$ cat config.mk
export PLATFORM = sky130hd
export DESIGN_NAME = jump_target_unit
export DESIGN_NICKNAME = d
export VERILOG_FILES = /design/src/rtl/jump_pkg.sv /design/src/rtl/ras_stack.sv /design/src/rtl/jump_target_unit.sv
export SDC_FILE = /design/constraint.sdc
export NUM_CORES = 1
export LEC_CHECK = 0
export CAP_MARGIN = 10
export CORE_MARGIN = 4
export CORE_UTILIZATION = 50
export CTS_CLUSTER_SIZE = 10
export DETAILED_ROUTE_END_ITERATION = 6
export HOLD_SLACK_MARGIN = 0.08
export PLACE_DENSITY = 0.77
export SYNTH_ARGS = -nofsm -noshare
export SYNTH_HDL_FRONTEND = slang
export SYNTH_HIERARCHICAL = 1
export SYNTH_SLANG_ARGS = --single-unit
export TNS_END_PERCENT = 1
$ cat constraint.sdc
create_clock -name clk -period 2.5 [get_ports clk]
set_clock_uncertainty 0.15 [all_clocks]
set_input_delay 0.5 -clock clk [delete_from_list [all_inputs] [get_ports clk]]
set_output_delay 0.5 -clock clk [all_outputs]
set_load 0.05 [all_outputs]
$ cat src/rtl/jump_pkg.sv
// Shared definitions for the jump target unit: control-transfer mode encoding
// and default parameter values.
package jump_pkg;

    typedef enum logic [1:0] {
        MODE_J   = 2'b00,
        MODE_JAL = 2'b01,
        MODE_JR  = 2'b10,
        MODE_BR  = 2'b11
    } mode_e;

    localparam int unsigned DEF_ADDR_W    = 32;
    localparam int unsigned DEF_IMM_W     = 26;
    localparam int unsigned DEF_SHIFT     = 2;
    localparam int unsigned DEF_RAS_DEPTH = 4;

endpackage

$ cat src/rtl/ras_stack.sv
// Circular return-address stack. A push when full overwrites the oldest entry;
// a pop when empty leaves the pointer alone. Entry storage is never reset.
module ras_stack
    import jump_pkg::*;
#(
    parameter int unsigned DATA_W = DEF_ADDR_W,
    parameter int unsigned DEPTH  = DEF_RAS_DEPTH
) (
    input  logic              clk,
    input  logic              rst_n,
    input  logic              push,
    input  logic              pop,
    input  logic              clear,
    input  logic [DATA_W-1:0] push_data,
    output logic [DATA_W-1:0] top,
    output logic              empty,
    output logic              full
);

    localparam int unsigned PTR_W = (DEPTH > 1) ? $clog2(DEPTH) : 1;
    localparam logic [PTR_W:0] DEPTH_C = (PTR_W + 1)'(DEPTH);

    if (DEPTH < 2 || (DEPTH & (DEPTH - 1)) != 0) begin : g_bad_depth
        $error("ras_stack: DEPTH must be a power of 2 and >= 2");
    end

    logic [DATA_W-1:0] mem_q [DEPTH];
    logic [PTR_W-1:0]  ptr_q, ptr_d;
    logic [PTR_W:0]    cnt_q, cnt_d;
    logic [PTR_W-1:0]  top_idx;

    assign empty   = (cnt_q == '0);
    assign full    = (cnt_q == DEPTH_C);
    // ptr_q is the next write slot, so the most recent entry sits one below it
    assign top_idx = ptr_q - PTR_W'(1);
    assign top     = mem_q[top_idx];

    always_comb begin
        ptr_d = ptr_q;
        cnt_d = cnt_q;
        if (clear) begin
            cnt_d = '0;
        end else if (push) begin
            ptr_d = ptr_q + PTR_W'(1);
            if (!full) cnt_d = cnt_q + (PTR_W + 1)'(1);
        end else if (pop && !empty) begin
            ptr_d = top_idx;
            cnt_d = cnt_q - (PTR_W + 1)'(1);
        end
    end

    always_ff @(posedge clk or negedge rst_n) begin
        if (!rst_n) begin
            ptr_q <= '0;
            cnt_q <= '0;
        end else begin
            ptr_q <= ptr_d;
            cnt_q <= cnt_d;
        end
    end

    always_ff @(posedge clk) begin
        if (push && !clear) mem_q[ptr_q] <= push_data;
    end

endmodule

$ cat src/rtl/jump_target_unit.sv
// Next-PC computation for J/JAL/JR/BR with a return-address stack for
// JAL/JR prediction checking. All outputs are registered (1-cycle latency).
module jump_target_unit
    import jump_pkg::*;
#(
    parameter int unsigned ADDR_W    = DEF_ADDR_W,
    parameter int unsigned IMM_W     = DEF_IMM_W,
    parameter int unsigned SHIFT     = DEF_SHIFT,
    parameter int unsigned RAS_DEPTH = DEF_RAS_DEPTH
) (
    input  logic              clk,
    input  logic              rst_n,
    input  logic              valid_in,
    input  logic [1:0]        mode,
    input  logic [ADDR_W-1:0] pc_plus4,
    input  logic [IMM_W-1:0]  imm,
    input  logic [ADDR_W-1:0] reg_target,
    input  logic              flush,
    output logic              target_valid,
    output logic [ADDR_W-1:0] target,
    output logic              ras_hit,
    output logic              misalign,
    output logic              ras_overflow,
    output logic              ras_underflow
);

    if (ADDR_W < IMM_W + SHIFT) begin : g_bad_width
        $error("jump_target_unit: ADDR_W must be >= IMM_W + SHIFT");
    end

    // Masks instead of slices so SHIFT=0 and ADDR_W==IMM_W+SHIFT stay legal
    localparam logic [ADDR_W-1:0] HI_MASK = ~((ADDR_W'(1) << (IMM_W + SHIFT)) - ADDR_W'(1));
    localparam logic [ADDR_W-1:0] LO_MASK = (ADDR_W'(1) << SHIFT) - ADDR_W'(1);

    mode_e             mode_s;
    logic [ADDR_W-1:0] j_target, br_off;
    logic [ADDR_W-1:0] ras_top;
    logic              ras_empty, ras_full, ras_push, ras_pop;

    logic              target_valid_q, target_valid_d;
    logic [ADDR_W-1:0] target_q, target_d;
    logic              ras_hit_q, ras_hit_d;
    logic              misalign_q, misalign_d;
    logic              ras_overflow_q, ras_overflow_d;
    logic              ras_underflow_q, ras_underflow_d;

    assign mode_s   = mode_e'(mode);
    assign j_target = (pc_plus4 & HI_MASK) | (ADDR_W'(imm) << SHIFT);
    assign br_off   = ADDR_W'($signed(imm)) << SHIFT;
    // A flushed op still produces its target but never touches the stack
    assign ras_push = valid_in && !flush && (mode_s == MODE_JAL);
    assign ras_pop  = valid_in && !flush && (mode_s == MODE_JR);

    ras_stack #(
        .DATA_W (ADDR_W),
        .DEPTH  (RAS_DEPTH)
    ) u_ras (
        .clk       (clk),
        .rst_n     (rst_n),
        .push      (ras_push),
        .pop       (ras_pop),
        .clear     (flush),
        .push_data (pc_plus4),
        .top       (ras_top),
        .empty     (ras_empty),
        .full      (ras_full)
    );

    always_comb begin
        target_valid_d  = valid_in;
        target_d        = target_q;
        ras_hit_d       = 1'b0;
        misalign_d      = 1'b0;
        ras_overflow_d  = 1'b0;
        ras_underflow_d = 1'b0;
        if (valid_in) begin
            case (mode_s)
                MODE_J:   target_d = j_target;
                MODE_JAL: target_d = j_target;
                MODE_JR:  target_d = reg_target;
                MODE_BR:  target_d = pc_plus4 + br_off;
                default:  target_d = target_q;
            endcase
            misalign_d      = |(target_d & LO_MASK);
            ras_overflow_d  = ras_push && ras_full;
            ras_underflow_d = ras_pop && ras_empty;
            ras_hit_d       = ras_pop && !ras_empty && (ras_top == reg_target);
        end
    end

    always_ff @(posedge clk or negedge rst_n) begin
        if (!rst_n) begin
            target_valid_q  <= 1'b0;
            target_q        <= '0;
            ras_hit_q       <= 1'b0;
            misalign_q      <= 1'b0;
            ras_overflow_q  <= 1'b0;
            ras_underflow_q <= 1'b0;
        end else begin
            target_valid_q  <= target_valid_d;
            target_q        <= target_d;
            ras_hit_q       <= ras_hit_d;
            misalign_q      <= misalign_d;
            ras_overflow_q  <= ras_overflow_d;
            ras_underflow_q <= ras_underflow_d;
        end
    end

    assign target_valid  = target_valid_q;
    assign target        = target_q;
    assign ras_hit       = ras_hit_q;
    assign misalign      = misalign_q;
    assign ras_overflow  = ras_overflow_q;
    assign ras_underflow = ras_underflow_q;

endmodule

Figure 1. Track usage over the die (run 1).
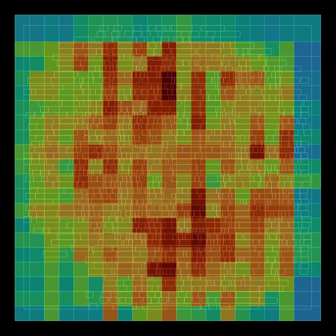
met2 track utilization from global routing: 44.4%
average detailed-routed wire length per instance: 21.6 µm
routing usage on met1: 33.1%
Layout Utilization: 71.4%

Figure 2. Logic cells by family (run 1).
(2 px per µm)
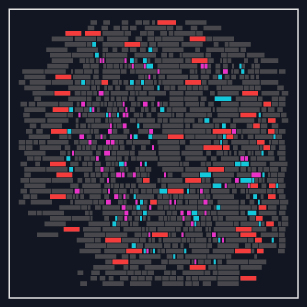
| color | family | cells |
|---|---|---|
| red | mux cells | 51 |
| cyan | nor cells | 67 |
| magenta | nand cells | 75 |
final cell count without fillers: 1233
proportion of cell area occupied by multi-input gates: 33.4%
most instantiated logic cell after routing: buf_4

Figure 3. Sequential cells colored by netlist name (run 1).
(2 px per µm) Other sequential cells in the stronger gray, the rest of the logic in the fainter gray.
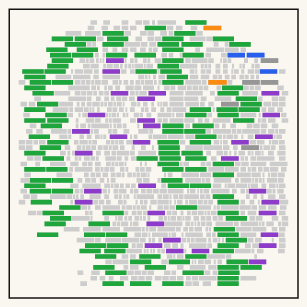
| color | name in the netlist | flops |
|---|---|---|
| blue | u_ras/cnt_q | 3 |
| purple | target | 32 |
| green | u_ras/mem_q | 128 |
| orange | u_ras/ptr_q | 2 |

==> out/qor_table.md, run 1 <==
| Group | Metric | Value |
|:---|:---|:---|
| cells and area | CLK BUF | 21 |
| cells and area | Comb area | 4300 µm² |
| run | Max-cap check violation count | 0 |
| cts | Max Root-Sink Buffers | 2 |
| final timing | Max_slew headroom | 63.8% |
| final timing | Final worst slack | -0.170 ns |
| logic synthesis | Average size of a mapped cell | 12.9 µm² |
| logic synthesis | Xor-xnor portion of the synthesized cell area | 5.62% |
| cts | Post-CTS clock slew at the launch and capture registers of the worst setup and hold paths | 0.07 ns |
| cts | # hold bufs at CTS | 1 |
| run status | Violated checks | negative setup slack |
| run status | Run status | finished, violations left |
| grt | Most congested layer reported by global routing | met2 |
| cells and area | Final std cell area, no fill | 12900 µm² |
| cells and area | Most frequent cells in the layout | buf_4 (148), edfxtp_1 (128), clkdlybuf4s50_1 (105) |
| floorplan | Ports placed on the boundary | 133 |
| cells and area | Max FFs per register | 128 |
| grt | Pin count of the biggest net entering global routing | 32 |
| final timing | Post-route minimum period | 2.67 ns |
| floorplan | Std-Cell Rows | 49 |
| cells and area | FFs & Latches | 170 |
| logic synthesis | Number of flip-flops and latches in the synthesized netlist | 170 |
| logic synthesis | Area fraction in mux cells | 10.1% |
| cells and area | Nets@finish | 1122 |
| final timing | Final setup fails | 5 |
| drt | Iteration-0 DRC Markers | 641 |
| final timing | Final hold slack | 0.294 ns |
| pwr | Leakage Power | 4.99 nW |
| setup path | Register-to-Register Setup Slack | -0.17 ns |
| cells and area | Buffering overhead | 21.2% |
| setup path | Critical path buffers and inverters | 3 |
| grt | Met3 GRT Util | 4.93% |
| cells and area | Clock distribution area overhead in the final layout | 4.38% |
| drt | Uppermost signal routing layer after detailed routing | met4 |
| grt | Antenna violations before repair | 0 |
==> run 1: cell usage after synthesis, types with 4 or more instances <==
cell type and count:
edfxtp_1 128, a21oi_1 52, o21ai_0 46, dfrtp_1 42
nand2_1 39, xor2_1 35, ha_1 33, nor2_1 30
mux4_2 29, inv_1 25, xnor2_1 24, nor2b_1 17
clkbuf_1 14, nand3_1 13, mux2i_1 12, nand4_1 9
a21o_1 8, and2_1 8, clkbuf_8 8, nor4_1 8
mux2_2 7, nand3b_1 7, o21a_1 7, o22ai_1 7
buf_2 6, buf_6 6, a211oi_1 5, a31oi_1 5
and3_1 5, nor3_1 5, o21ai_2 5, nand2b_1 4
o21bai_1 4, o311ai_0 4
==> run 1: power by group <==
part	switching (mW)	internal, mW
sequential	0.0774	3.14
combinational	1.71	1.68
clock	1.15	1.42
total	2.94	6.24
Figure 4. Ports around the boundary (run 1).
(3 px per µm) Pins as bars across the die edge, other pins in gray.
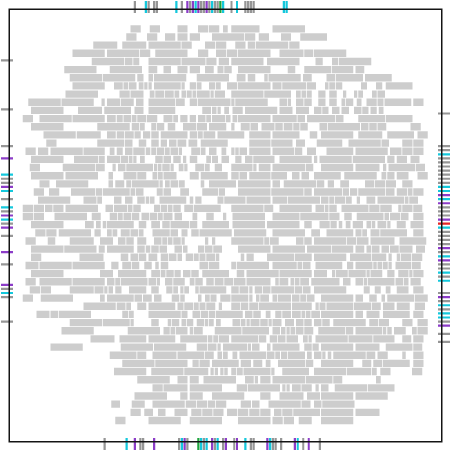

==> run 2: changes to the inputs <==
--- a/config.mk
+++ b/config.mk
@@ -5,13 +5,16 @@
 export SDC_FILE = /design/constraint.sdc
 export NUM_CORES = 1
 export LEC_CHECK = 0
+export ABC_AREA = 1
 export CAP_MARGIN = 10
+export CELL_PAD_IN_SITES_DETAIL_PLACEMENT = 1
+export CELL_PAD_IN_SITES_GLOBAL_PLACEMENT = 2
 export CORE_MARGIN = 4
-export CORE_UTILIZATION = 50
+export CORE_UTILIZATION = 31
 export CTS_CLUSTER_SIZE = 10
 export DETAILED_ROUTE_END_ITERATION = 6
 export HOLD_SLACK_MARGIN = 0.08
-export PLACE_DENSITY = 0.77
+export PLACE_DENSITY_LB_ADDON = 0.1
 export SYNTH_ARGS = -nofsm -noshare
 export SYNTH_HDL_FRONTEND = slang
 export SYNTH_HIERARCHICAL = 1
==> constraint.sdc (replaced) <==
create_clock -name clk -period 2.5 [get_ports clk]
set_clock_uncertainty 0.15 [all_clocks]
set_input_delay 0.375 -clock clk [delete_from_list [all_inputs] [get_ports clk]]
set_output_delay 0.375 -clock clk [all_outputs]
set_load 0.05 [all_outputs]
Figure 5. Ports around the boundary (run 2).
(2 px per µm) Pins as bars across the die edge, other pins in gray.
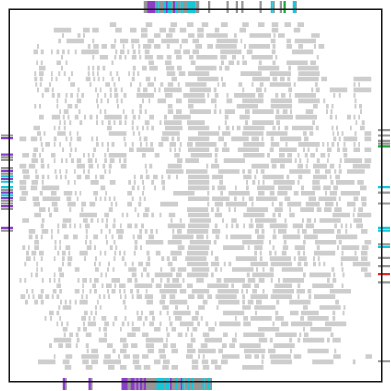
| color | port | pins | direction | edge |
|---|---|---|---|---|
| green | mode | 2 | input | 1 right, 1 top |
| purple | imm | 26 | input | 12 bottom, 8 left, 6 top |
| cyan | reg_target | 32 | input | 12 bottom, 12 top, 4 right, 4 left |
| red | misalign | 1 | output | right |
all pins by edge: 53 bottom, 41 top, 22 left, 17 right
count of buffers inserted at the top-level ports: 132
die height: 185 µm
Die Wd: 185 µm

==> out/qor_table.md, run 2 <==
| Group | Metric | Value |
|:---|:---|:---|
| logic synthesis | Post-synth top cells | nand2_1 (245), inv_1 (131), nor2_1 (129), edfxtp_1 (128), o21ai_0 (75) |
| drt | Vias per cell | 5.00 |
| setup path | Register-to-Register Setup Slack | 0.03 ns |
| cells and area | Max FFs per register | 128 |
| worst hold path | Sink of the worst hold path | target[0] |
| final timing | Final Hold Vio Count | 0 |
| logic synthesis | Area fraction in mux cells | 0% |
| logic synthesis | Post-Synth Adder-Cell Area | 4.64% |
| logic synthesis | Net count entering floorplan | 1236 |
| grt | Pin count of the biggest net entering global routing | 67 |
| drt | Met3 routed wirelength | 1320 µm |
| final timing | Final setup fails | 0 |
| floorplan | Std-Cell Rows | 64 |
| setup path | Maximum fanout along the worst path | 6 |
| setup path | Crit-path cells | clkinv_4, ha_4, inv_6, buf_8, o21ai_0, o22ai_1, o22ai_2, a211oi_2, nand2_1, nor2_1, nand3_1, nor2_2 |
| drt | Iteration-0 DRC Markers | 614 |
| setup path | Data arrival time of the critical path | 2.68 ns |
| drt | DRT antenna net count | 0 |
| setup path | Master of the slowest instance on the critical path | dfrtp_2 |
| pwr | Power per cell area | 842 nW/µm² |
| run | Tool warnings | 31 |
| cells and area | Register with the most flip-flops | u_ras/mem_q |
| drt | Routed met2 length | 19300 µm |
| setup path | Type of destination of the critical path | flip-flop |
| final timing | Final hold slack | 0.337 ns |
| logic synthesis | Most frequent cell after synthesis | nand2_1 |
| grt | Number of global-route vias before repair | 9232 |
| logic synthesis | Xor-xnor portion of the synthesized cell area | 0.807% |
| final timing | Max_slew headroom | 51.5% |
| cells and area | Most instantiated logic cell after routing | nand2_1 |
| logic synthesis | Post-Synth Simple-Gate Area | 21.8% |
| logic synthesis | Average size of a mapped cell | 8.84 µm² |
| setup path | Critical path buffers and inverters | 3 |
| cts | Max Root-Sink Buffers | 2 |
| placement | Hpwl dp | 29800 µm |
| logic synthesis | Mapped Area | 9770 µm² |
| floorplan | Ports placed on the boundary | 133 |
| grt | Met2 track utilization from global routing | 38.1% |
| final timing | Total negative setup slack | 0 ns |
| grt | Routing usage on met1 | 30.3% |
| cts | Post-CTS clock slew at the launch and capture registers of the worst setup and hold paths | 0.07 ns |
| grt | GRT overflow | 0 |
| drt | Routed wire length | 38900 µm |
| final timing | Post-route minimum period | 2.47 ns |
| cells and area | Most frequent cells in the layout | nand2_1 (244), buf_4 (138), clkdlybuf4s50_1 (131) |
| drt | Average detailed-routed wire length per instance | 21.7 µm |
| grt | Met3 GRT Util | 2.36% |
| grt | Antenna violations before repair | 0 |
| logic synthesis | Yosys aoi share | 14.9% |
| setup path | Cell count along the critical path | 12 |
| cells and area | Final cell count without fillers | 1791 |
| final timing | Post-layout period usage of the worst path | 98.9% |
| logic synthesis | Number of flip-flops and latches in the synthesized netlist | 170 |
| drt | Uppermost signal routing layer after detailed routing | met4 |
| logic synthesis | Most instantiated flip-flop cell in the synthesis netlist | edfxtp_1 |
| run | Max-cap check violation count | 0 |
| setup path | Reg-to-reg critical path endpoint | ras_hit |
| worst hold path | Class of the most critical hold timing path | reg -> reg |
| cells and area | Comb area | 4240 µm² |
| logic synthesis | Post-Syn Instances | 1105 |
| logic synthesis | Distinct cells, synth | 44 |
| run status | Run status | completed |
| grt | Most congested layer reported by global routing | met2 |
| setup path | Timing endpoint of the critical path | ras_hit |
| logic synthesis | Area leader share | 39.4% |
| cells and area | Final std cell area, no fill | 13500 µm² |
| setup path | Cell depth of the worst flop-to-flop path | 12 |
| pwr | Leakage Power | 5.76 nW |
| placement | Post-Place Cell Area | 12700 µm² |
| cts | Clk_lat worst skew | 0.43 ns |
| cells and area | Nets@finish | 1513 |
| final timing | Final worst slack | 0.0266 ns |
| logic synthesis | Number of synthesized flops with an enable pin | 128 |
| floorplan | Total Die Area | 34400 µm² |
| logic synthesis | Cell types occupying the most area after synthesis | edfxtp_1 (39%), dfrtp_1 (11%), nand2_1 (9.4%), inv_1 (5.0%), nor2_1 (5.0%) |
Figure 6. Sequential cells colored by netlist name (run 2).
(1.5 px per µm) Other sequential cells in the stronger gray, the rest of the logic in the fainter gray.
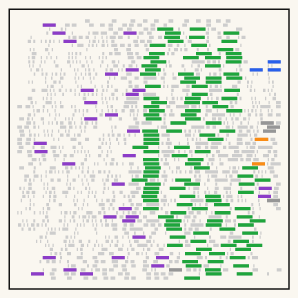
area used by sequential logic in the layout: 4900 µm²
reported sequential group power: 3.24 mW
Layout Utilization: 43.9%

[run 2: layout make-up]
cell class | instances | share of cell area, %
Sequential cell | 170 | 36.2
Multi-Input combinational cell | 761 | 31.4
Timing Repair Buffer | 293 | 20.6
Inverter | 139 | 3.93
Tap cell | 396 | 3.66
Clock buffer | 17 | 3.14
Clock inverter | 15 | 1.10
[run 2: repair_timing]
action / CTS / global route
endpoints found under the hold margin: 20 / 0
gates resized: 3 / 36
pin swaps: 1 / 24
setup endpoints to repair: 1 / 1
hold buffers: 1 / 0
setup buffers: 0 / 6
gates cloned: 0 / 4
[run 2: report_power, final]
part	switching (mW)	leakage, nW	total (mW)	internal, mW
Sequential	0.0815	1.65	3.24	3.16
Clock	1.28	0.283	2.62	1.33
Combinational	3.14	3.83	5.53	2.39
No activity file was given, so power comes from the tool's default toggle rates.
